File: config.mk
export PLATFORM = sky130hd
export DESIGN_NAME = jtag_tap_responder
export DESIGN_NICKNAME = d
export VERILOG_FILES = /design/src/rtl/jtag_tap_responder.sv
export SDC_FILE = /design/constraint.sdc
export NUM_CORES = 1
export LEC_CHECK = 0
export ABC_AREA = 0
export CAP_MARGIN = 10
export CORE_MARGIN = 3
export CORE_UTILIZATION = 53
export DETAILED_ROUTE_END_ITERATION = 16
export GPL_ROUTABILITY_DRIVEN = 0
export PLACE_DENSITY = 0.79
export SKIP_CTS_REPAIR_TIMING = 1
export SYNTH_ARGS = -nofsm -noshare
export SYNTH_HDL_FRONTEND = slang
export SYNTH_SLANG_ARGS = --single-unit
File: constraint.sdc
create_clock -name clk -period 3.7 [get_ports clk]
set_input_delay 0.555 -clock clk [delete_from_list [all_inputs] [get_ports clk]]
set_output_delay 0.555 -clock clk [all_outputs]
set_load 0.01 [all_outputs]
File: src/rtl/jtag_tap_responder.sv
// JTAG TAP target sampled on clk: 16-state TAP FSM with IR, BYPASS, IDCODE and one user DR.
// Define JTAG_TAP_TRST_EN to add the asynchronous trst_n pin.
module jtag_tap_responder #(
    parameter int                  IR_WIDTH      = 4,
    parameter int                  DR_WIDTH      = 32,
    parameter logic [31:0]         IDCODE_VALUE  = 32'h1000_0001,
    parameter logic [IR_WIDTH-1:0] IDCODE_OPCODE = IR_WIDTH'(4'h1),
    parameter logic [IR_WIDTH-1:0] USER_OPCODE   = IR_WIDTH'(4'h8),
    parameter int                  SYNC_STAGES   = 2
) (
    input  logic                clk,
    input  logic                rst,
    input  logic                tck,
    input  logic                tms,
    input  logic                tdi,
`ifdef JTAG_TAP_TRST_EN
    input  logic                trst_n,
`endif
    output logic                tdo,
    output logic                tdo_oe,
    input  logic [DR_WIDTH-1:0] user_capture_data,
    output logic [DR_WIDTH-1:0] user_update_data,
    output logic                user_update,
    output logic [3:0]          tap_state,
    output logic                tlr
);
    typedef enum logic [3:0] {
        EX2_DR = 4'h0, EX1_DR = 4'h1, SH_DR  = 4'h2, PAU_DR = 4'h3,
        SEL_IR = 4'h4, UPD_DR = 4'h5, CAP_DR = 4'h6, SEL_DR = 4'h7,
        EX2_IR = 4'h8, EX1_IR = 4'h9, SH_IR  = 4'hA, PAU_IR = 4'hB,
        RTI    = 4'hC, UPD_IR = 4'hD, CAP_IR = 4'hE, TLR    = 4'hF
    } tap_state_e;

    localparam int GUARD_W = $clog2(SYNC_STAGES + 2);

    logic [SYNC_STAGES-1:0] tck_sync, tms_sync, tdi_sync;
    logic                   tck_s, tms_s, tdi_s, tck_d;
    logic [GUARD_W-1:0]     guard_cnt;
    logic                   trst_active, edge_ok, rise, fall, rise_p1;
    tap_state_e             state_q, state_nxt;
    logic [IR_WIDTH-1:0]    ir, ir_shift;
    logic                   bypass_reg;
    logic [31:0]            idcode_shift;
    logic [DR_WIDTH-1:0]    user_shift;
    logic                   sel_idcode, sel_user, dr_lsb, upd_dr_go;

    // Stage p0: synchronizers; tck, tms and tdi share the same depth so they stay aligned
    always_ff @(posedge clk) begin
        tck_sync[0] <= tck;
        tms_sync[0] <= tms;
        tdi_sync[0] <= tdi;
        for (int i = 1; i < SYNC_STAGES; i++) begin
            tck_sync[i] <= tck_sync[i-1];
            tms_sync[i] <= tms_sync[i-1];
            tdi_sync[i] <= tdi_sync[i-1];
        end
        tck_d <= tck_s;
    end

    assign tck_s = tck_sync[SYNC_STAGES-1];
    assign tms_s = tms_sync[SYNC_STAGES-1];
    assign tdi_s = tdi_sync[SYNC_STAGES-1];

`ifdef JTAG_TAP_TRST_EN
    logic [SYNC_STAGES-1:0] trst_sync;
    always_ff @(posedge clk) begin
        trst_sync[0] <= trst_n;
        for (int i = 1; i < SYNC_STAGES; i++) begin
            trst_sync[i] <= trst_sync[i-1];
        end
    end
    assign trst_active = ~trst_sync[SYNC_STAGES-1];
`else
    assign trst_active = 1'b0;
`endif

    // The guard covers the time the synchronizer chain needs to refill after reset
    always_ff @(posedge clk) begin
        if (rst) begin
            guard_cnt <= GUARD_W'(SYNC_STAGES + 1);
        end else if (guard_cnt != '0) begin
            guard_cnt <= guard_cnt - GUARD_W'(1);
        end
    end

    assign edge_ok = (guard_cnt == '0) && !rst && !trst_active;
    assign rise    = edge_ok && tck_s && !tck_d;
    assign fall    = edge_ok && !tck_s && tck_d;

    // Stage p1: TAP state register and next-state decode
    always_ff @(posedge clk) begin
        if (rst || trst_active) begin
            state_q <= TLR;
        end else begin
            state_q <= state_nxt;
        end
    end

    always_comb begin
        state_nxt = state_q;
        if (rise) begin
            case (state_q)
                TLR:     state_nxt = tms_s ? TLR    : RTI;
                RTI:     state_nxt = tms_s ? SEL_DR : RTI;
                SEL_DR:  state_nxt = tms_s ? SEL_IR : CAP_DR;
                CAP_DR:  state_nxt = tms_s ? EX1_DR : SH_DR;
                SH_DR:   state_nxt = tms_s ? EX1_DR : SH_DR;
                EX1_DR:  state_nxt = tms_s ? UPD_DR : PAU_DR;
                PAU_DR:  state_nxt = tms_s ? EX2_DR : PAU_DR;
                EX2_DR:  state_nxt = tms_s ? UPD_DR : SH_DR;
                UPD_DR:  state_nxt = tms_s ? SEL_DR : RTI;
                SEL_IR:  state_nxt = tms_s ? TLR    : CAP_IR;
                CAP_IR:  state_nxt = tms_s ? EX1_IR : SH_IR;
                SH_IR:   state_nxt = tms_s ? EX1_IR : SH_IR;
                EX1_IR:  state_nxt = tms_s ? UPD_IR : PAU_IR;
                PAU_IR:  state_nxt = tms_s ? EX2_IR : PAU_IR;
                EX2_IR:  state_nxt = tms_s ? UPD_IR : SH_IR;
                UPD_IR:  state_nxt = tms_s ? SEL_DR : RTI;
                default: state_nxt = TLR;
            endcase
        end
    end

    assign sel_idcode = (ir == IDCODE_OPCODE);
    assign sel_user   = !sel_idcode && (ir == USER_OPCODE);

    always_comb begin
        dr_lsb = bypass_reg;
        if (sel_idcode) begin
            dr_lsb = idcode_shift[0];
        end else if (sel_user) begin
            dr_lsb = user_shift[0];
        end
    end

    // Shift registers act on rise using the state before the transition
    always_ff @(posedge clk) begin
        if (rise) begin
            case (state_q)
                CAP_IR: ir_shift <= IR_WIDTH'(1);
                SH_IR:  ir_shift <= {tdi_s, ir_shift[IR_WIDTH-1:1]};
                CAP_DR: begin
                    if (sel_idcode) begin
                        idcode_shift <= IDCODE_VALUE;
                    end else if (sel_user) begin
                        user_shift <= user_capture_data;
                    end else begin
                        bypass_reg <= 1'b0;
                    end
                end
                SH_DR: begin
                    if (sel_idcode) begin
                        idcode_shift <= {tdi_s, idcode_shift[31:1]};
                    end else if (sel_user) begin
                        user_shift <= {tdi_s, user_shift[DR_WIDTH-1:1]};
                    end else begin
                        bypass_reg <= tdi_s;
                    end
                end
                default: ;
            endcase
        end
    end

    // Stage p2: update actions one clk after reaching an Update state; tdo driven on fall
    assign upd_dr_go = rise_p1 && (state_q == UPD_DR) && sel_user && !trst_active;

    always_ff @(posedge clk) begin
        if (rst || trst_active) begin
            ir          <= IDCODE_OPCODE;
            tdo         <= 1'b0;
            tdo_oe      <= 1'b0;
            user_update <= 1'b0;
            rise_p1     <= 1'b0;
        end else begin
            rise_p1     <= rise;
            user_update <= upd_dr_go;
            if (state_q == TLR) begin
                ir <= IDCODE_OPCODE;
            end else if (rise_p1 && state_q == UPD_IR) begin
                ir <= ir_shift;
            end
            if (fall) begin
                if (state_q == SH_IR) begin
                    tdo    <= ir_shift[0];
                    tdo_oe <= 1'b1;
                end else if (state_q == SH_DR) begin
                    tdo    <= dr_lsb;
                    tdo_oe <= 1'b1;
                end else begin
                    tdo    <= 1'b0;
                    tdo_oe <= 1'b0;
                end
            end
        end
    end

    always_ff @(posedge clk) begin
        if (rst) begin
            user_update_data <= '0;
        end else if (upd_dr_go) begin
            user_update_data <= user_shift;
        end
    end

    assign tap_state = state_q;
    assign tlr       = (state_q == TLR);
endmodule

==> impl_metrics.tcl, run 1 <==
# metrics dict for downstream scripts
set metrics [dict create \
    status "finished, final reports clean" \
    cpPeakStageDelay_ns 0.57 \
    grt_first_pass_wirelength_um 15010 \
    place_hpwl_um 5769 \
    hold_path_depth 0 \
    flop_and_latch_count_out_of_synthesis 122 \
    most_frequently_placed_logic_cells_in_the_final_layout "clkdlybuf4s50_1, edfxtp_1, dfxtp_1" \
    area_growth_syn_to_layout_pct 27.61 \
    timing_hold_violations_final 0 \
    grt_start_max_net_pins 66 \
    cp_data_required_time_ns 3.14 \
    groute.usage.overall 0.1884 \
    postSynthNetCount 429 \
    period_needed_ns 2.559 \
    fin_total_pwr_mw 3.223 \
    reported_max_cap_violation_count 0 \
    fin_area_mm2 0.006344 \
    tritoncts "yes" \
    die.size.y_um 102.8 \
    floorplanUtilization 0.5564 \
    clk_root_buffer_cell "clkbuf_8" \
    grt_antenna_before_repair 0 \
    timing.rr.start "guard_cnt[1]" \
    fin_tns_setup_ns 0 \
    insertedDiodeCount 0 \
    postSynthSeqShare 0.6303 \
    report.final.slew_viol_count 0 \
    finalHoldWorstSlack_ns 0.3260 \
    io_buffers 76 \
    crit-reg2reg-capture "user_shift[1]" \
    nets 504 \
    crit_path_cell_trace "nand2_1 > nor2_1 > clkdlybuf4s50_1" \
    achievable-frequency_ghz 0.3908 \
    finalCritPeriodShare 0.6916 \
    rows 34 \
    postSynthCellCount 391 \
    hold_path_class "flop to flop" \
    yosys.area.top_type "edfxtp_1" \
    wl_met3_um 520 \
    cts-root-to-sink-buffers 2 \
    setup.reg_to_reg.worst_slack_ns 1.23 \
    chip_footprint_mm2 0.01058 \
    end_kind "output port" \
    synthDistinctLibCells 43 \
    post_drt_via_cell_ratio 5.242 \
    synthesis.yosys.warnings 0 \
    cellLeakagePower_nw 2.163 \
    grt_pass1_vias 3111 \
    i_o_pin_count 77 \
    ys_cells 391 \
    unrepaired_setup_endpoints_after_global_routing "no" \
    cellPowerDensity_mw_per_mm2 508.0 \
    finalWirelength_um 9282 \
    lay_top_count "clkdlybuf4s50_1" \
    timing.critical_path.arrival_ns 2.00 \
]
## run 1: worst max-delay path by stage
stage                      start        endpoint  slack (ns)
floorplan                    rst   user_shift[0]        0.66
global placement             rst  user_shift[27]        1.21
detailed placement           rst  user_shift[12]        1.13
CTS                 tap_state[3]             tlr        1.12
global route        tap_state[3]             tlr        0.99
finish              tap_state[3]             tlr        1.14
## run 1: synthesized netlist by cell type (all sizes together), types with 2 or more instances
cell type and count:
mux2 32, dlygate4sd1 2, mux2i 5, nand2b 7, inv 5, a21oi 40
edfxtp 69, or2 5, nor2 14, o21ai 8, nand3b 2, and2 33
dfxtp 53, xor2 2, nor3 6, clkbuf 9, nand2 68, buf 13
## run 1: layout make-up
cell class	instances	area (µm²)
flip-flops and latches	122	3133
fillers	598	2590
multi-input cells	240	1667
repair buffers	80	785.8
clock buffers	19	431.7
clock inverters	12	172.7
well taps	108	135.1
inverters	5	18.77
## run 1: where the power goes
part / switching [mW] / leakage, nW / internal, mW
logic: 0.0417 / 0.815 / 0.0671
registers: 0.00993 / 1.05 / 1.44
clock network: 0.565 / 0.294 / 1.10
total: 0.616 / 2.16 / 2.61
## run 1: cells by family after synthesis
group | synth area share
muxes | 0.08256
buffers and inverters | 0.03901
and+or+nand+nor | 0.1606
DFF | 0.6303
adders and majority gates | 0.002517
AOI/OAI and AO/OA | 0.08155
xor gates and xnor gates | 0.003524
## run 1: worst max-delay path, delay by kind of cell, from the launching register on
kind / cells / cell delay, ns
and+or+nand+nor: 2 / 0.36
DFF: 1 / 0.57
buffers and inverters: 1 / 0.57
## run 1: routing by layer
metal / vias up / global-route usage
met1: 1469 / 0.2558
met4: 0 / 0.06673
met3: 12 / 0.04939
met5: - / 0
met2: 83 / 0.2954
li1: 1508 / -
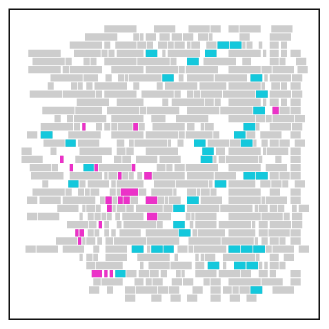
(run_1/gates.png)
(3 px per µm)
Magenta stands for nor cells, cells 23. Cyan stands for mux cells, cells 37.

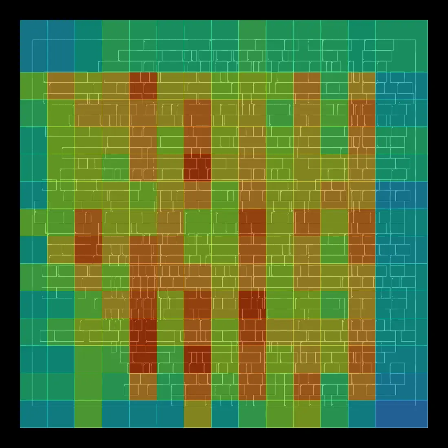
(run_1/congestion_map.png)
most used routing layer: met2
GRT met3 Usage: 0.04939
Global Route met1 Usage: 0.2558

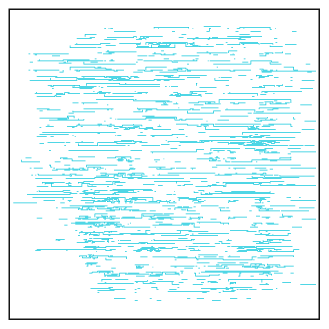
(run_1/m1.png)
(3 px per µm)
The layer carries 4200 µm of wire. The longest straight run is 28.1 µm. The wires run mostly horizontal. The layer holds 45% of the routed length.

==> run_1/closeup.png <==
Window x 65 to 90, y 65 to 90 µm. Cells in grey, sequential cells in the stronger grey; small squares are vias.
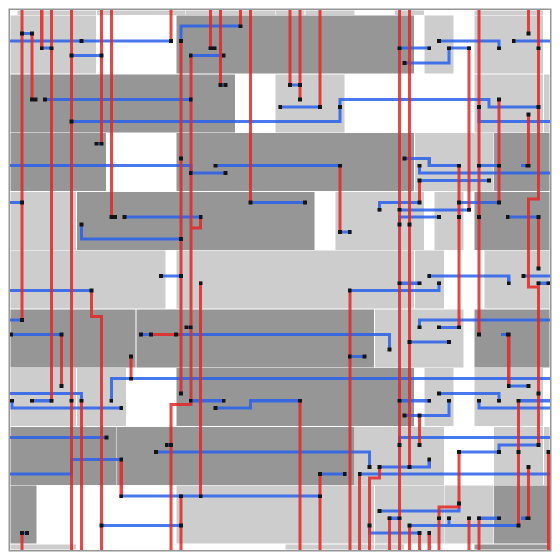

==> run 1 -> run 2 <==
- clock period: 3.7 -> 2.6 ns (I/O delays scaled with it)
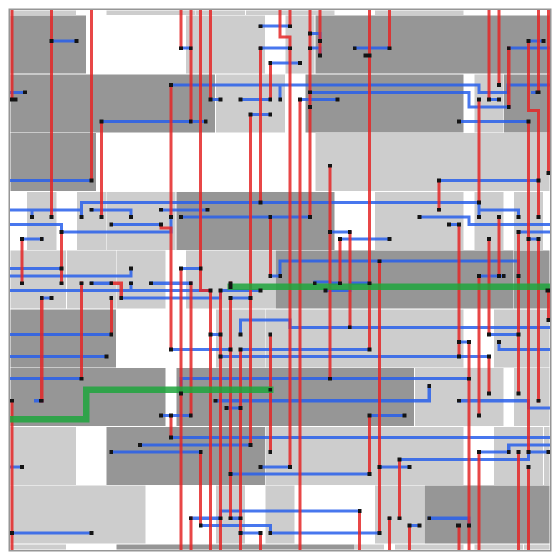
(run_2/closeup.png)
Window x 65 to 90, y 65 to 90 µm. Cells in grey, sequential cells in the stronger grey; small squares are vias.
Green stands for M3. Red stands for M2. Blue stands for M1.
Netlist names of flops here include user_update_data (6), user_shift (4). Most frequent: nand2_1 (7), dfxtp_1 (6), a21oi_2 (5). Sequential cells in the window: 10. 36 logic cells have their middle in the window.

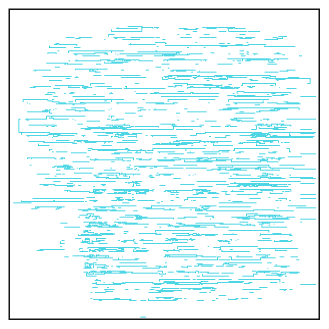
(run_2/m1.png)
(3 px per µm)
The longest straight run is 27.6 µm. The layer holds 45% of the routed length. 472 nets have wire on it. The layer carries 4230 µm of wire. The wires run mostly horizontal.

==> impl_metrics.tcl, run 2 <==
# metrics dict for downstream scripts
set metrics [dict create \
    cp_num_buf_inv 1 \
    period_needed_ns 2.385 \
    cp_data_required_time_ns 2.21 \
    worstPathMaxFanout 11 \
    hold_path_class "primary input to flop" \
    r2r_cells 5 \
    met1_usage 0.2446 \
    cellPowerDensity_mw_per_mm2 697.1 \
    setup.reg_to_reg.worst_slack_ns 0.46 \
    synthFlopType "edfxtp_1" \
    yosys.area.top_type "edfxtp_1" \
    cts-root-to-sink-buffers 2 \
    cpPeakStageDelay_ns 0.61 \
    status "finished, final reports clean" \
    async_reset_ff_frac 0 \
    post-synth-top-area-fraction 0.4168 \
    timing.final.setup_violations 0 \
    floorplanUtilization 0.5564 \
    die.size.y_um 102.8 \
    postSynthCellCount 391 \
    dr_wl_cell_um 16.04 \
    flop_and_latch_count_out_of_synthesis 122 \
    holdPathEnd "tdo" \
    fin_tns_setup_ns 0 \
    chip_width_um 102.8 \
    ys_cells 391 \
    clkSlewWorstSetupHoldPaths_ns 0.05 \
    grt_pass1_vias 3207 \
    finalWirelength_um 9449 \
    place_hpwl_um 5892 \
    drcViolationCount 0 \
    synthesis.yosys.warnings 0 \
    most_common_cell "edfxtp_1" \
    unrepaired_setup_endpoints_after_global_routing "no" \
    hold_path_depth 4 \
    yosys-stat-area_mm2 0.004971 \
    reg_top3 "idcode_shift (32), user_shift (32), user_update_data (32)" \
    crit-reg2reg-capture "user_update_data[4]" \
    global_route.usage.met2 0.3138 \
    grt_first_pass_wirelength_um 15250 \
    yosys-top-cells-count "edfxtp_1, dfxtp_1, nand2_1" \
    type_of_element_launching_the_critical_path "flop" \
    synthDistinctLibCells 43 \
    area_growth_syn_to_layout_pct 28.11 \
    nets 506 \
    grt_start_max_net_pins 66 \
    wl_met3_um 441 \
    rows 34 \
    end_kind "output port" \
    fraction_of_layout_cells_with_a_size_suffix_above_1 0.2931 \
    routed_vias 3134 \
    chip_footprint_mm2 0.01058 \
    drt-pass1-iter-count 4 \
    globalRouteMet3Util 0.05954 \
    finalCritPeriodShare 0.9174 \
    grt_antenna_before_repair 0 \
    i_o_pin_count 77 \
    post-place-cells 557 \
    timing.critical_path.arrival_ns 2.00 \
    warnings 27 \
    worst_skew_pair.late_latency_ns 0.50 \
    syn_area_per_cell_um2 12.71 \
    most_frequently_placed_logic_cells_in_the_final_layout "clkdlybuf4s50_1, edfxtp_1, dfxtp_1" \
    lay_top_count "clkdlybuf4s50_1" \
    report.final.slew_viol_count 0 \
    timing_hold_violations_final 0 \
    synth-edff-count 69 \
    finalHoldWorstSlack_ns 0.3219 \
    insertedDiodeCount 0 \
    groute.usage.overall 0.1905 \
    global_route.peak_usage_layer "met2" \
    clk_root_buffer_cell "clkbuf_8" \
    min-delay-start "rst" \
    post_drt_via_cell_ratio 5.321 \
    crit_path_cell_trace "nand2_1 > nor2_1 > clkdlybuf4s50_1" \
    core_region_area_mm2 0.008934 \
    reported_max_cap_violation_count 0 \
    cellLeakagePower_nw 2.149 \
    postSynthSeqShare 0.6303 \
    path_class "flop to output port" \
    postSynthNetCount 429 \
    io_buffers 76 \
    tritoncts "yes" \
    timing.rr.start "ir[3]" \
    top_cells_by_area "edfxtp_1, dfxtp_1, mux2_2" \
    slew_headroom 0.5004 \
    tightestPinTransition_ns 0.7393 \
    achievable-frequency_ghz 0.4193 \
    cpLargestDelayFamily "flip-flops" \
    clkSinkCount 122 \
]
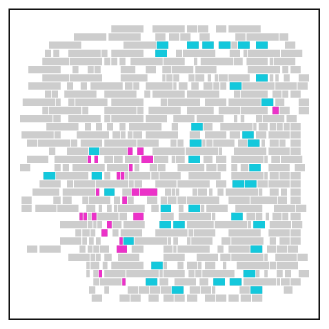
(run_2/gates.png)
(3 px per µm)
Magenta stands for nor cells, cells 23. Cyan stands for mux cells, cells 37.

-- run 2: cell counts after synthesis --
Identical to the previous run, type by type.
-- run 2: through the flow --
stage	worst slack [ns]	utilization	cell area (µm²)	total power, mW
6_report	0.2149	0.7129	6369	4.440
5_1_grt	0.07948	0.7129	6369	4.582
4_1_cts	0.1809	0.7129	6369	4.479
3_5_place_dp	0.4821	0.6483	5792	2.245
3_3_place_gp	0.5613	0.6483	5792	2.240
2_1_floorplan	-0.2717	-	4971	2.169
-- run 2: cell type report --
| cell class | instances | area [µm²] |
|---|---|---|
| Sequential cell | 122 | 3133 |
| Fill cell | 609 | 2565 |
| Multi-Input combinational cell | 240 | 1667 |
| Timing Repair Buffer | 82 | 838.3 |
| Clock buffer | 18 | 427.9 |
| Clock inverter | 14 | 148.9 |
| Tap cell | 108 | 135.1 |
| Inverter | 5 | 18.77 |
-- run 2: cell families (layout without fill, tap and decap cells) --
kind of cell	count (synthesis)	after routing	synth area share
and+or+nand+nor	145	145	0.1606
DFF	122	122	0.6303
AOI/OAI and AO/OA	55	55	0.08155
muxes	37	37	0.08256
buffers and inverters	29	119	0.03901
xor gates and xnor gates	2	2	0.003524
adders and majority gates	1	1	0.002517
-- run 2: worst max-delay path by stage --
stage / startpoint / endpoint / cells past startpoint
floorplan: rst / user_shift[0] / 5
global placement: ir[3] / user_update_data[6] / 5
detailed placement: ir[3] / user_update_data[5] / 5
CTS: tap_state[3] / tlr / 3
global route: tap_state[3] / tlr / 3
finish: tap_state[3] / tlr / 3
-- run 2: where the power goes --
part	total (mW)	switching, mW	internal [mW]
sequential	2.06	0.0143	2.04
clock	2.23	0.846	1.39
combinational	0.149	0.0545	0.0948
No activity file was given, so power comes from the tool's default toggle rates.
